**Run 1: the metal 1 layer**

Scale: 4 px per um. Supply wires on this layer in gray.
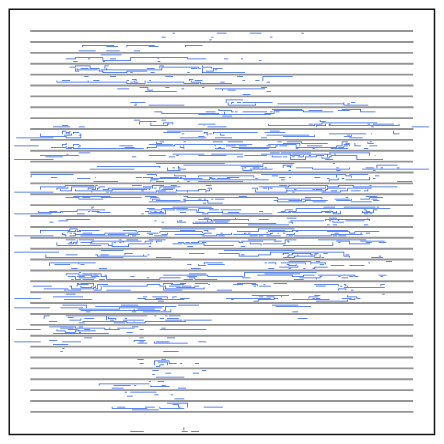
**Run 1: met2 routing**

Scale: 2 px per um. Cells faint in the background.
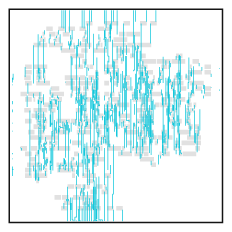
**Run 1: met3 routing**

Scale: 4 px per um.
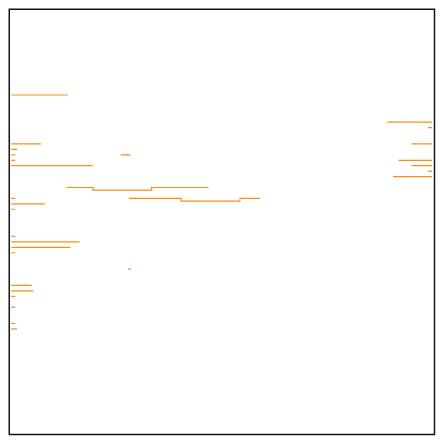
[src/rtl/oam_dma_pkg.sv]
// Shared types and sizing for the sprite DMA controller.
// Holds the FSM state encoding and the OAM copy geometry.
package dma_pkg;

   localparam int C_oam_len   = 256;
   localparam int C_page_bits = 8;
   localparam int C_idx_bits  = $clog2(C_oam_len);

   typedef enum logic [2:0] {
      IDLE,
      HALT,
      ALIGN,
      READ,
      WRITE,
      DONE
   } t_dma_state;

endpackage

[src/rtl/oam_dma_if.sv]
// Host-side and CPU-bus signals of the sprite DMA.
// master = the DMA block, slave = the widget top level.
interface oam_dma_if;

   logic [15:0] I_host_addr;
   logic        I_host_rdwr;
   logic [7:0]  I_host_wr_data;
   logic [7:0]  I_rd_data;
   logic        O_halt;
   logic        O_bus_own;
   logic [15:0] O_addr;
   logic        O_rdwr;
   logic [7:0]  O_wr_data;
   logic        O_busy;

   modport master (
      input  I_host_addr,
      input  I_host_rdwr,
      input  I_host_wr_data,
      input  I_rd_data,
      output O_halt,
      output O_bus_own,
      output O_addr,
      output O_rdwr,
      output O_wr_data,
      output O_busy
   );

   modport slave (
      output I_host_addr,
      output I_host_rdwr,
      output I_host_wr_data,
      output I_rd_data,
      input  O_halt,
      input  O_bus_own,
      input  O_addr,
      input  O_rdwr,
      input  O_wr_data,
      input  O_busy
   );

endinterface

[src/rtl/oam_dma.sv]
// Sprite DMA: a host write to the trigger address stalls the core
// and copies one 256-byte page to the OAM data port.
module oam_dma
   import dma_pkg::*;
#(
   parameter logic [15:0] P_trigger_addr = 16'h4014,
   parameter logic [15:0] P_target_addr  = 16'h2004
) (
   input  logic       I_clock,
   input  logic       I_reset,
   input  logic       I_tick,
   oam_dma_if.master  bus
);

   localparam logic [C_idx_bits-1:0] C_last = C_idx_bits'(C_oam_len - 1);

   t_dma_state             state;
   logic [C_page_bits-1:0] page;
   logic [C_idx_bits-1:0]  index;
   logic                   parity;
   logic                   halt;
   logic                   own;
   logic [15:0]            addr;
   logic                   rdwr;
   logic [7:0]             wr_data;
   logic                   busy;

   assign bus.O_halt    = halt;
   assign bus.O_bus_own = own;
   assign bus.O_addr    = addr;
   assign bus.O_rdwr    = rdwr;
   assign bus.O_wr_data = wr_data;
   assign bus.O_busy    = busy;

   // Parity clock, transfer FSM and registered bus outputs, all per CPU cycle.
   always_ff @(posedge I_clock) begin
      if (I_reset) begin
         state   <= IDLE;
         page    <= '0;
         index   <= '0;
         parity  <= 1'b0;
         halt    <= 1'b0;
         own     <= 1'b0;
         addr    <= '0;
         rdwr    <= 1'b1;
         wr_data <= '0;
         busy    <= 1'b0;
      end else if (I_tick) begin
         parity <= ~parity;
         unique case (state)
            IDLE: begin
               if (!own && !bus.I_host_rdwr &&
                   bus.I_host_addr == P_trigger_addr) begin
                  page  <= bus.I_host_wr_data;
                  state <= HALT;
                  halt  <= 1'b1;
                  busy  <= 1'b1;
               end
            end
            HALT: begin
               // RDY only takes effect on a core read; that read is the
               // halt cycle. A GET halt cycle forces one dummy PUT first.
               if (bus.I_host_rdwr) begin
                  own  <= 1'b1;
                  rdwr <= 1'b1;
                  if (!parity) begin
                     state <= ALIGN;
                     addr  <= P_target_addr;
                  end else begin
                     state <= READ;
                     addr  <= {page, index};
                  end
               end
            end
            ALIGN: begin
               state <= READ;
               rdwr  <= 1'b1;
               addr  <= {page, index};
            end
            READ: begin
               wr_data <= bus.I_rd_data;
               state   <= WRITE;
               rdwr    <= 1'b0;
               addr    <= P_target_addr;
            end
            WRITE: begin
               if (index == C_last) begin
                  state <= IDLE;
                  index <= '0;
                  own   <= 1'b0;
                  halt  <= 1'b0;
                  busy  <= 1'b0;
                  rdwr  <= 1'b1;
                  addr  <= '0;
               end else begin
                  state <= READ;
                  index <= index + 1'b1;
                  rdwr  <= 1'b1;
                  addr  <= {page, index + 1'b1};
               end
            end
            DONE: begin
               state <= IDLE;
               index <= '0;
               own   <= 1'b0;
               halt  <= 1'b0;
               busy  <= 1'b0;
               rdwr  <= 1'b1;
               addr  <= '0;
            end
            default: state <= IDLE;
         endcase
      end
   end

endmodule
[src/flat_wrapper.sv]
// flat-port wrapper written by rule: the top's interface ports become plain ports
module oam_dma_flat import dma_pkg::*;
#(
   parameter logic [15:0] P_trigger_addr = 16'h4014,
   parameter logic [15:0] P_target_addr  = 16'h2004
)
  (I_clock, I_reset, I_tick, bus_I_host_addr, bus_I_host_rdwr, bus_I_host_wr_data, bus_I_rd_data, bus_O_halt, bus_O_bus_own, bus_O_addr, bus_O_rdwr, bus_O_wr_data, bus_O_busy);
  oam_dma_if bus_i ();
  input  logic I_clock;
  input  logic I_reset;
  input  logic I_tick;
  input wire logic [$bits(bus_i.I_host_addr)-1:0] bus_I_host_addr;
  input wire logic [$bits(bus_i.I_host_rdwr)-1:0] bus_I_host_rdwr;
  input wire logic [$bits(bus_i.I_host_wr_data)-1:0] bus_I_host_wr_data;
  input wire logic [$bits(bus_i.I_rd_data)-1:0] bus_I_rd_data;
  output wire logic [$bits(bus_i.O_halt)-1:0] bus_O_halt;
  output wire logic [$bits(bus_i.O_bus_own)-1:0] bus_O_bus_own;
  output wire logic [$bits(bus_i.O_addr)-1:0] bus_O_addr;
  output wire logic [$bits(bus_i.O_rdwr)-1:0] bus_O_rdwr;
  output wire logic [$bits(bus_i.O_wr_data)-1:0] bus_O_wr_data;
  output wire logic [$bits(bus_i.O_busy)-1:0] bus_O_busy;
  assign bus_i.I_host_addr = bus_I_host_addr;
  assign bus_i.I_host_rdwr = bus_I_host_rdwr;
  assign bus_i.I_host_wr_data = bus_I_host_wr_data;
  assign bus_i.I_rd_data = bus_I_rd_data;
  assign bus_O_halt = bus_i.O_halt;
  assign bus_O_bus_own = bus_i.O_bus_own;
  assign bus_O_addr = bus_i.O_addr;
  assign bus_O_rdwr = bus_i.O_rdwr;
  assign bus_O_wr_data = bus_i.O_wr_data;
  assign bus_O_busy = bus_i.O_busy;
  oam_dma #(.P_trigger_addr(P_trigger_addr), .P_target_addr(P_target_addr)) u_core (.I_clock(I_clock), .I_reset(I_reset), .I_tick(I_tick), .bus(bus_i));
endmodule
[config.mk]
export PLATFORM = sky130hd
export DESIGN_NAME = oam_dma_flat
export DESIGN_NICKNAME = d
export VERILOG_FILES = /design/src/rtl/oam_dma_pkg.sv /design/src/rtl/oam_dma_if.sv /design/src/rtl/oam_dma.sv /design/src/flat_wrapper.sv
export SDC_FILE = /design/constraint.sdc
export NUM_CORES = 1
export LEC_CHECK = 0
export CORE_MARGIN = 5
export CORE_UTILIZATION = 25
export DETAILED_ROUTE_END_ITERATION = 7
export PLACE_DENSITY = 0.49
export SYNTH_ARGS = -nofsm -noshare
export SYNTH_HDL_FRONTEND = slang
export SYNTH_SLANG_ARGS = --single-unit
[constraint.sdc]
create_clock -name I_clock -period 1.7 [get_ports I_clock]
set_input_delay 0.34 -clock I_clock [delete_from_list [all_inputs] [get_ports I_clock]]
set_output_delay 0.34 -clock I_clock [all_outputs]
set_load 0.01 [all_outputs]
==> impl_metrics.env, run 1 <==
# physical design summary
export IMPL_drv_slew=0
export IMPL_seq_power_share_pct=54.3
export IMPL_power_leader="registers"
export IMPL_port_buffers=63
export IMPL_mostFrequentLayoutCells="clkdlybuf4s50_1, dfxtp_1, buf_4"
export IMPL_ys_sh_simple_pct=24.2
export IMPL_outcome="completed"
export IMPL_setup_ws_ns=0.0641
export IMPL_cp_max_fo=9
export IMPL_diodes=0
export IMPL_hp_start="u_core.bus.O_wr_data[5]"
export IMPL_synthMuxAreaShare_pct=1.31
export IMPL_met1_usage_pct=17.4
export IMPL_grt_antenna_before_repair=0
export IMPL_critPathKind="input pin to flop"
export IMPL_drive_gt1_share_pct=16.3
export IMPL_post_route_drc_count=0
export IMPL_placed_area_um2=3300
export IMPL_critPathLaunch="I_tick"
export IMPL_ir_worst_vdd_uv=318
export IMPL_synthTopCellsByCount="dfxtp_1, a21oi_1, nand2_1"
export IMPL_grt_overflow_total=0
export IMPL_relSlewSlack_pct=77.0
export IMPL_dr_wl_met2_um=3430
export IMPL_met1_length_um=3420
export IMPL_cts_root_buf="clkbuf_8"
export IMPL_edf_count=0
export IMPL_skew_ns=0.00918
export IMPL_ys_area_um2=2300
export IMPL_final_core_util_pct=37.9
export IMPL_cp_start_kind="input pin"
export IMPL_switching_share_pct=22.4
export IMPL_holdCritPathClass="flop to flop"
export IMPL_globalRouteTotalUtil_pct=13.1
export IMPL_rsz0062_at_grt="true"
export IMPL_cts_sinks=47
export IMPL_power_uw=2040
export IMPL_dp_cells=482
export IMPL_syn_area_per_cell_um2=7.93
export IMPL_drv_cap=0
export IMPL_coreArea_um2=9110
export IMPL_grt_pass1_vias=2433
export IMPL_die_area_um2=11200
export IMPL_initCoreUtil_pct=25.2
export IMPL_min_period_ns=1.64
export IMPL_pwr_share_comb_pct=8.5
export IMPL_max_freq_mhz=611
export IMPL_pg_comb_uw=174
export IMPL_first_pass_iters=4
export IMPL_clockBufferDepth=2
export IMPL_htreeDepth=2
export IMPL_fp_dieW_um=106
export IMPL_place_hpwl_um=5370
export IMPL_power_frac_clock_pct=37.1
export IMPL_crit_arrival_ns=1.86
export IMPL_critPathRequiredTime_ns=1.93
export IMPL_ios=64
export IMPL_worstPathCellList="clkdlybuf4s50_1, buf_12, nand4bb_2, buf_4, or3_1, a21oi_1"
export IMPL_r2r_end="u_core.index[6]"
export IMPL_grt_pass1_wl_um=12100
export IMPL_internal_power_uw=1580
export IMPL_cp_endpoint="u_core.index[6]"
export IMPL_netlist_area_um2=2300
export IMPL_ff2ff_path_depth=5
export IMPL_clk_pin_slew_ns=0.08
export IMPL_routed_top_layer="met4"
export IMPL_hold_buffers=0
export IMPL_cts_setup_buffers=1
export IMPL_hold_path_cell_count=2
export IMPL_finalClockPeriodUsage_pct=96.2
export IMPL_top_area_share_pct=40.9
export IMPL_powerClk_uw=756
About 'the metal 1 layer':
main direction	horizontal
wire length on this layer	3420 um

About 'met2 routing':
nets with wire on the layer	355
main direction	vertical
longest straight run	35.7 um
wire length on this layer	3430 um
final wirelength: 7110 um
met2 Use GR: 21.9%

About 'met3 routing':
wire length on this layer	211 um
nets with wire on the layer	27
longest straight run	20.0 um
main direction	horizontal
share of all routed wire	3.0%
total number of vias: 2432
met3 Track Usage GR: 2.79%

## run 1: layout make-up
class                      instances  area [um^2]  area share, %
multi-input combinational        212         1260           36.5
timing repair buffer             106          981           28.4
sequential                        47          942           27.3
tap                              111          139           4.02
clock buffer                       7         96.3           2.79
inverter                           7         26.3          0.761
clock inverter                     1         7.51          0.217
## run 1: registers in the layout, summed over array words and instances, names as in the netlist
name                  count
u_core.index              8
u_core.bus.O_rdwr         1
u_core.bus.O_halt         1
u_core.parity             1
u_core.state              3
u_core.page               8
u_core.bus.O_wr_data      8
u_core.bus.O_addr        16
u_core.bus.O_bus_own      1
## run 1: critical path, delay by kind of cell
kind,cells,cell delay (ns)
simple gates,2,0.51
buf+inv,3,0.84
compound gates,1,0.16
**Run 1: cell placement**

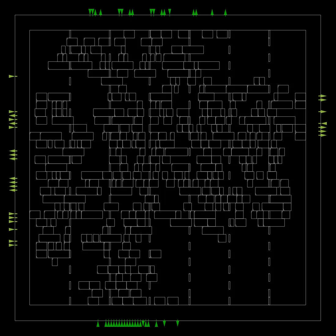

==> run 2, diff against run 1 <==
--- a/config.mk
+++ b/config.mk
@@ -5,10 +5,11 @@
 export SDC_FILE = /design/constraint.sdc
 export NUM_CORES = 1
 export LEC_CHECK = 0
+export ABC_AREA = 1
 export CORE_MARGIN = 5
-export CORE_UTILIZATION = 25
+export CORE_UTILIZATION = 40
 export DETAILED_ROUTE_END_ITERATION = 7
-export PLACE_DENSITY = 0.49
+export PLACE_DENSITY = 0.72
 export SYNTH_ARGS = -nofsm -noshare
 export SYNTH_HDL_FRONTEND = slang
 export SYNTH_SLANG_ARGS = --single-unit
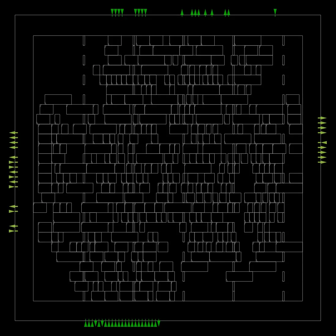
**Above:** run 2 (cell placement).
Core Region: 5470 um^2
sequential share of cell area: 30.3%
Filler cells: 558
Final Non-Filler Cells: 477
fin util: 56.9%

==> impl_metrics.env, run 2 <==
# physical design summary
export IMPL_dp_cells=469
export IMPL_critPathCaptureType="primary output"
export IMPL_nets=441
export IMPL_finalClockPeriodUsage_pct=92.7
export IMPL_wl_um=5950
export IMPL_rows=27
export IMPL_clk_pin_slew_ns=0.09
export IMPL_die_area_um2=7160
export IMPL_cts_setup_buffers=0
export IMPL_port_buffers=63
export IMPL_ff2ff_path_depth=11
export IMPL_hold_worst_slack_ns=0.464
export IMPL_buffers=79
export IMPL_flops=47
export IMPL_post_route_drc_count=0
export IMPL_drv_cap=0
export IMPL_globalRouteTotalUtil_pct=17.0
export IMPL_fin_area_um2=3110
export IMPL_synthTopCellsByArea="dfxtp_1, nand2_1, nor2_1, a21oi_1, nand3_1"
export IMPL_num_nonclk_inverters=26
export IMPL_synth_cells_yosys=327
export IMPL_nClkBuffers=6
export IMPL_yosysWarnings=0
export IMPL_place_congestion=0.888
export IMPL_ant_nets=0
export IMPL_mostFrequentLayoutCells="nand2_1, clkdlybuf4s50_1, nor2_1"
export IMPL_cts_sinks=47
export IMPL_netlist_area_um2=2230
export IMPL_r2r_setup_slack_ns=0.14
export IMPL_ys_area_um2=2230
export IMPL_route_vias_total=2345
export IMPL_outcome="completed"
export IMPL_grt_max_degree=23
export IMPL_ys_types=29
export IMPL_placed_area_um2=3010
export IMPL_slowest_stage="clkdlybuf4s50_1"
export IMPL_dominant_cells="multi-input combinational cells"
export IMPL_skew_ns=0.00363
export IMPL_initCoreUtil_pct=40.7
export IMPL_r2r_start="u_core.index[0]"
export IMPL_edf_count=0
export IMPL_mostFrequentLayoutCell="nand2_1"
export IMPL_crit_buf_inv=1
export IMPL_grt_pass1_vias=2296
export IMPL_largest_reg_flops=16
export IMPL_diodes=0
export IMPL_seqCellArea_um2=942
export IMPL_fp_nets=364
export IMPL_drive_gt1_share_pct=10.6
export IMPL_critPathLaunch="u_core.bus.O_halt"
export IMPL_hold_viol_final=0
export IMPL_ios=64
export IMPL_power_uw=1960
export IMPL_rsz0062_at_grt="true"
export IMPL_critPathRequiredTime_ns=1.36
export IMPL_grt_pass1_wl_um=10100
export IMPL_total_leakage_power_uw=0.00120
export IMPL_ctsResizeCount=0
export IMPL_grt_antenna_before_repair=0
export IMPL_clk_share_pct=3.18
export IMPL_cp_max_fo=3
export IMPL_taps=72
export IMPL_cts_tree="done"
export IMPL_hold_path_endpoint="u_core.bus.O_addr[8]"
export IMPL_holdCritPathClass="flop to flop"
export IMPL_area_delta_synth_final_pct=39.9
export IMPL_htreeDepth=2
export IMPL_nonClkBufAreaFrac_pct=24.2
export IMPL_min_period_ns=1.58
export IMPL_mi_logic_area_um2=1120
export IMPL_cp_start_kind="flop"
export IMPL_critPathKind="flop to primary output"
export IMPL_dr_first_iter_drc_count=148
export IMPL_clockBufferDepth=2
export IMPL_setup_viol=0
export IMPL_numCtsBuffers=5
export IMPL_ys_flops=47
export IMPL_flop_cell="dfxtp_1"
export IMPL_comb_share_pct=36.1
export IMPL_synth_dominant_cell_count="nand2_1"
export IMPL_cts_root_buf="clkbuf_8"
export IMPL_cp_endpoint="bus_O_halt"
export IMPL_place_hpwl_um=4600
export IMPL_final_setup_tns_ns=0
export IMPL_worstMarginPinSlew_ns=0.412
export IMPL_powerDensity_nw_per_um2=631
export IMPL_grt_overflow_total=0
export IMPL_top_area_share_pct=42.3
export IMPL_tool_warnings=27
export IMPL_worst_path_stages=1
export IMPL_ir_worst_vdd_uv=311
export IMPL_clock_latency_ns=0.30
export IMPL_worstPathCellList="clkdlybuf4s50_1"
export IMPL_max_freq_mhz=635
export IMPL_syn_area_per_cell_um2=6.81
export IMPL_logic_gate_count=245
export IMPL_slowest_delay_ns=0.56
export IMPL_crit_family="buffers and inverters"
export IMPL_hp_start="u_core.bus.O_addr[8]"
export IMPL_yosysTopAreaCell="dfxtp_1"
export IMPL_crit_arrival_ns=1.24
export IMPL_drv_slew=0
export IMPL_hold_path_cell_count=2
export IMPL_hold_buffers=0
export IMPL_routedWlPerCell_um=12.5
export IMPL_dp_slack_ns=-0.165
export IMPL_first_pass_iters=4
export IMPL_r2r_end="u_core.bus.O_addr[3]"
export IMPL_setup_ws_ns=0.124
export IMPL_postSynth_asyncResetShare_pct=0
export IMPL_relSlewSlack_pct=72.5
export IMPL_vias_per_cell=4.92
export IMPL_fp_dieW_um=84.6
export IMPL_postSynthSeqShare_pct=42.3
export IMPL_synthTopCellsByCount="nand2_1, nor2_1, dfxtp_1"
export IMPL_postSynthCellCount=327
export IMPL_die_height_um=84.6
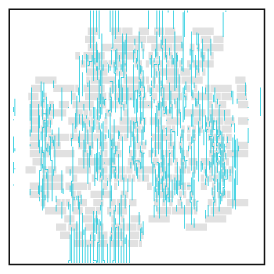
**Above:** run 2 (met2 routing).
Scale: 3 px per um. Cells faint in the background.
share of all routed wire	50%
longest straight run	31.6 um

run 2: kinds of logic after synthesis:
logic type	after synthesis	synth area share, %
AND/OR/NAND/NOR	179	34.0
buffers and inverters	35	7.19
AND-OR/OR-AND	61	14.4
adder cells (fa/ha/maj)	1	0.562
flip-flops	47	42.3
XOR/XNOR	4	1.57
run 2: per-layer routing:
layer | global-route usage (%) | vias to the layer above | wire length, um | part of all wire (%)
li1 | - | 1210 | - | -
met1 | 20.5 | 1064 | 2600 | 44
met2 | 28.6 | 61 | 2960 | 50
met3 | 4.91 | 10 | 295 | 5.0
met4 | 6.04 | 0 | 93 | 1.6
met5 | 0 | - | 0 | 0
run 2: power by group:
group          total (uW)  switching [uW]  internal (uW)
sequential           1100           0.975           1100
combinational         147            56.4           90.6
clock                 715             383            332
**Run 2: met3 routing**

Scale: 4 px per um.
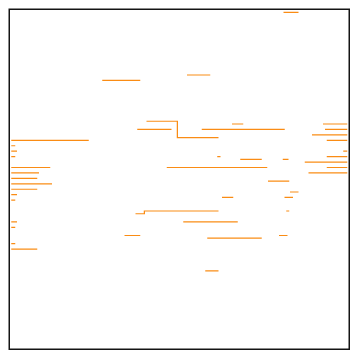

==> run 3, diff against run 2 <==
--- a/config.mk
+++ b/config.mk
@@ -6,7 +6,7 @@
 export NUM_CORES = 1
 export LEC_CHECK = 0
 export ABC_AREA = 1
-export CORE_MARGIN = 5
+export CORE_MARGIN = 2
 export CORE_UTILIZATION = 40
 export DETAILED_ROUTE_END_ITERATION = 7
 export PLACE_DENSITY = 0.72
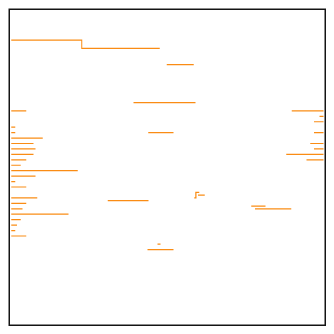
**Above:** run 3 (met3 routing).
Scale: 4 px per um.
main direction	horizontal
nets with wire on the layer	37
longest straight run	19.3 um
share of all routed wire	3.9%
wire length on this layer	223 um

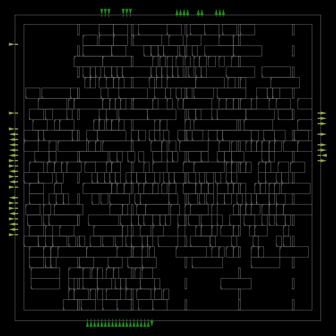
**Above:** run 3 (cell placement).
num sequential: 47
Filler cells: 505
sequential share of cell area: 29.4%
Core Region: 5440 um^2

==> impl_metrics.env, run 3 <==
# physical design summary
export IMPL_slowest_stage="clkdlybuf4s50_1"
export IMPL_setup_viol=0
export IMPL_power_leader="registers"
export IMPL_fp_dieW_um=78.6
export IMPL_logic_family="simple AND/OR/NAND/NOR gates"
export IMPL_finalClockPeriodUsage_pct=93.1
export IMPL_syn_area_per_cell_um2=6.81
export IMPL_dp_slack_ns=-0.169
export IMPL_first_pass_iters=4
export IMPL_cp_max_fo=3
export IMPL_postSynthCellCount=327
export IMPL_worst_path_stages=1
export IMPL_p_switching_uw=442
export IMPL_port_buffers=63
export IMPL_htreeDepth=2
export IMPL_place_congestion=0.863
export IMPL_r2r_start="u_core.index[0]"
export IMPL_area_delta_synth_final_pct=45.1
export IMPL_synthMuxAreaShare_pct=0
export IMPL_ys_flops=47
export IMPL_max_freq_mhz=632
export IMPL_tool_warnings=26
export IMPL_grt_overflow_total=0
export IMPL_cts_tree="done"
export IMPL_skew_ns=0.0102
export IMPL_drv_cap=0
export IMPL_ir_worst_vdd_uv=339
export IMPL_rsz0062_at_grt="false"
export IMPL_internal_power_uw=1650
export IMPL_diodes=0
export IMPL_vias_per_cell=4.82
export IMPL_cts_root_buf="clkbuf_8"
export IMPL_crit_buf_inv=1
export IMPL_synth_dominant_cell_count="nand2_1"
export IMPL_synthAoiAreaFrac_pct=14.4
export IMPL_dr_first_iter_drc_count=109
export IMPL_setup_ws_ns=0.117
export IMPL_hold_buffers=0
export IMPL_ys_area_um2=2230
export IMPL_synth_cells_yosys=327
export IMPL_grt_pass1_wl_um=9760
export IMPL_ys_sh_simple_pct=34.0
export IMPL_power_frac_clock_pct=39.7
export IMPL_slowest_delay_ns=0.56
export IMPL_holdCritPathClass="flop to flop"
export IMPL_wl_um=5740
export IMPL_netlist_area_um2=2230
export IMPL_crit_family="buffers and inverters"
export IMPL_die_height_um=78.6
export IMPL_worstPathCellList="clkdlybuf4s50_1"
export IMPL_fp_nets=364
export IMPL_hold_viol_final=0
export IMPL_seq_power_share_pct=52.8
export IMPL_clockBufferDepth=2
export IMPL_r2r_end="u_core.bus.O_addr[3]"
export IMPL_switching_share_pct=21.2
export IMPL_routedWlPerCell_um=11.8
export IMPL_yosysTopAreaCell="dfxtp_1"
export IMPL_route_vias_total=2347
export IMPL_ios=64
export IMPL_relSlewSlack_pct=72.5
export IMPL_synthTopCellsByCount="nand2_1, nor2_1, dfxtp_1"
export IMPL_pwr_share_comb_pct=7.5
export IMPL_critPathKind="flop to primary output"
export IMPL_edf_count=0
export IMPL_synthTopCellsByArea="dfxtp_1, nand2_1, nor2_1, a21oi_1, nand3_1"
export IMPL_fin_area_um2=3230
export IMPL_post_route_drc_count=0
export IMPL_cts_setup_buffers=0
export IMPL_flop_cell="dfxtp_1"
export IMPL_grt_pass1_vias=2234
export IMPL_worstMarginPinSlew_ns=0.412
export IMPL_mostFrequentLayoutCells="nand2_1, clkdlybuf4s50_1, nor2_1"
export IMPL_mostFrequentLayoutCell="nand2_1"
export IMPL_seqCellArea_um2=948
export IMPL_critPathLaunch="u_core.bus.O_halt"
export IMPL_final_core_util_pct=59.4
export IMPL_rows=27
export IMPL_yosysWarnings=0
export IMPL_pg_comb_uw=157
export IMPL_drive_gt1_share_pct=14.5
export IMPL_hold_worst_slack_ns=0.469
export IMPL_xor_share_pct=1.57
export IMPL_r2r_setup_slack_ns=0.14
export IMPL_cts_sinks=47
export IMPL_seq_power_uw=1100
export IMPL_crit_arrival_ns=1.24
export IMPL_cp_endpoint="bus_O_busy"
export IMPL_ant_nets=0
export IMPL_mi_logic_area_um2=1130
export IMPL_grt_max_degree=19
export IMPL_grt_antenna_before_repair=0
export IMPL_globalRouteTotalUtil_pct=19.8
export IMPL_die_area_um2=6180
export IMPL_postSynthSeqShare_pct=42.3
export IMPL_postSynth_asyncResetShare_pct=0
export IMPL_outcome="completed"
export IMPL_min_period_ns=1.58
export IMPL_nets=451
export IMPL_place_hpwl_um=4300
export IMPL_cp_start_kind="flop"
export IMPL_final_setup_tns_ns=0
export IMPL_initCoreUtil_pct=40.9
export IMPL_dp_cells=478
export IMPL_hp_start="u_core.bus.O_addr[15]"
export IMPL_top_area_share_pct=42.3
export IMPL_drv_slew=0
export IMPL_ff2ff_path_depth=11
export IMPL_clk_pin_slew_ns=0.09
export IMPL_ctsResizeCount=0
export IMPL_hold_path_endpoint="u_core.bus.O_addr[15]"
export IMPL_critPathCaptureType="primary output"
export IMPL_critPathRequiredTime_ns=1.36
export IMPL_numCtsBuffers=5
export IMPL_yosys_area_share_adder_pct=0.562
export IMPL_clock_latency_ns=0.30
export IMPL_power_uw=2090
export IMPL_powerDensity_nw_per_um2=646
export IMPL_powerClk_uw=829
export IMPL_placed_area_um2=3090
export IMPL_ys_types=29
export IMPL_final_cells=487
export IMPL_hold_path_cell_count=2
export IMPL_largest_reg_flops=16
export IMPL_total_leakage_power_uw=0.00127
-- run 3: cell counts after synthesis --
Identical to the previous run, type by type.
-- run 3: final cells by class --
type                       instances  share of cell area (%)
clock inverter                     3                    1.47
tap                               72                    2.79
clock buffer                       5                    2.13
inverter                          26                    3.18
timing repair buffer              89                    25.9
multi-input combinational        245                    35.1
sequential                        47                    29.4
-- run 3: cells by family (layout without fill, tap and decap cells) --
kind of cell    after synthesis  in the layout
flops                        47             47
fa+ha+maj                     1              1
simple gates                179            179
xor+xnor                      4              4
compound gates               61             61
buf+inv                      35            123
-- run 3: metal layers --
metal | GRT usage (%) | vias to the layer above | share of wire [%]
met5 | 0 | - | 0
met4 | 6.32 | 0 | 1.5
met3 | 4.02 | 5 | 3.9
met2 | 34.2 | 48 | 47
met1 | 24.6 | 1059 | 47
li1 | - | 1235 | -
Power and IR drop assume default switching activity.
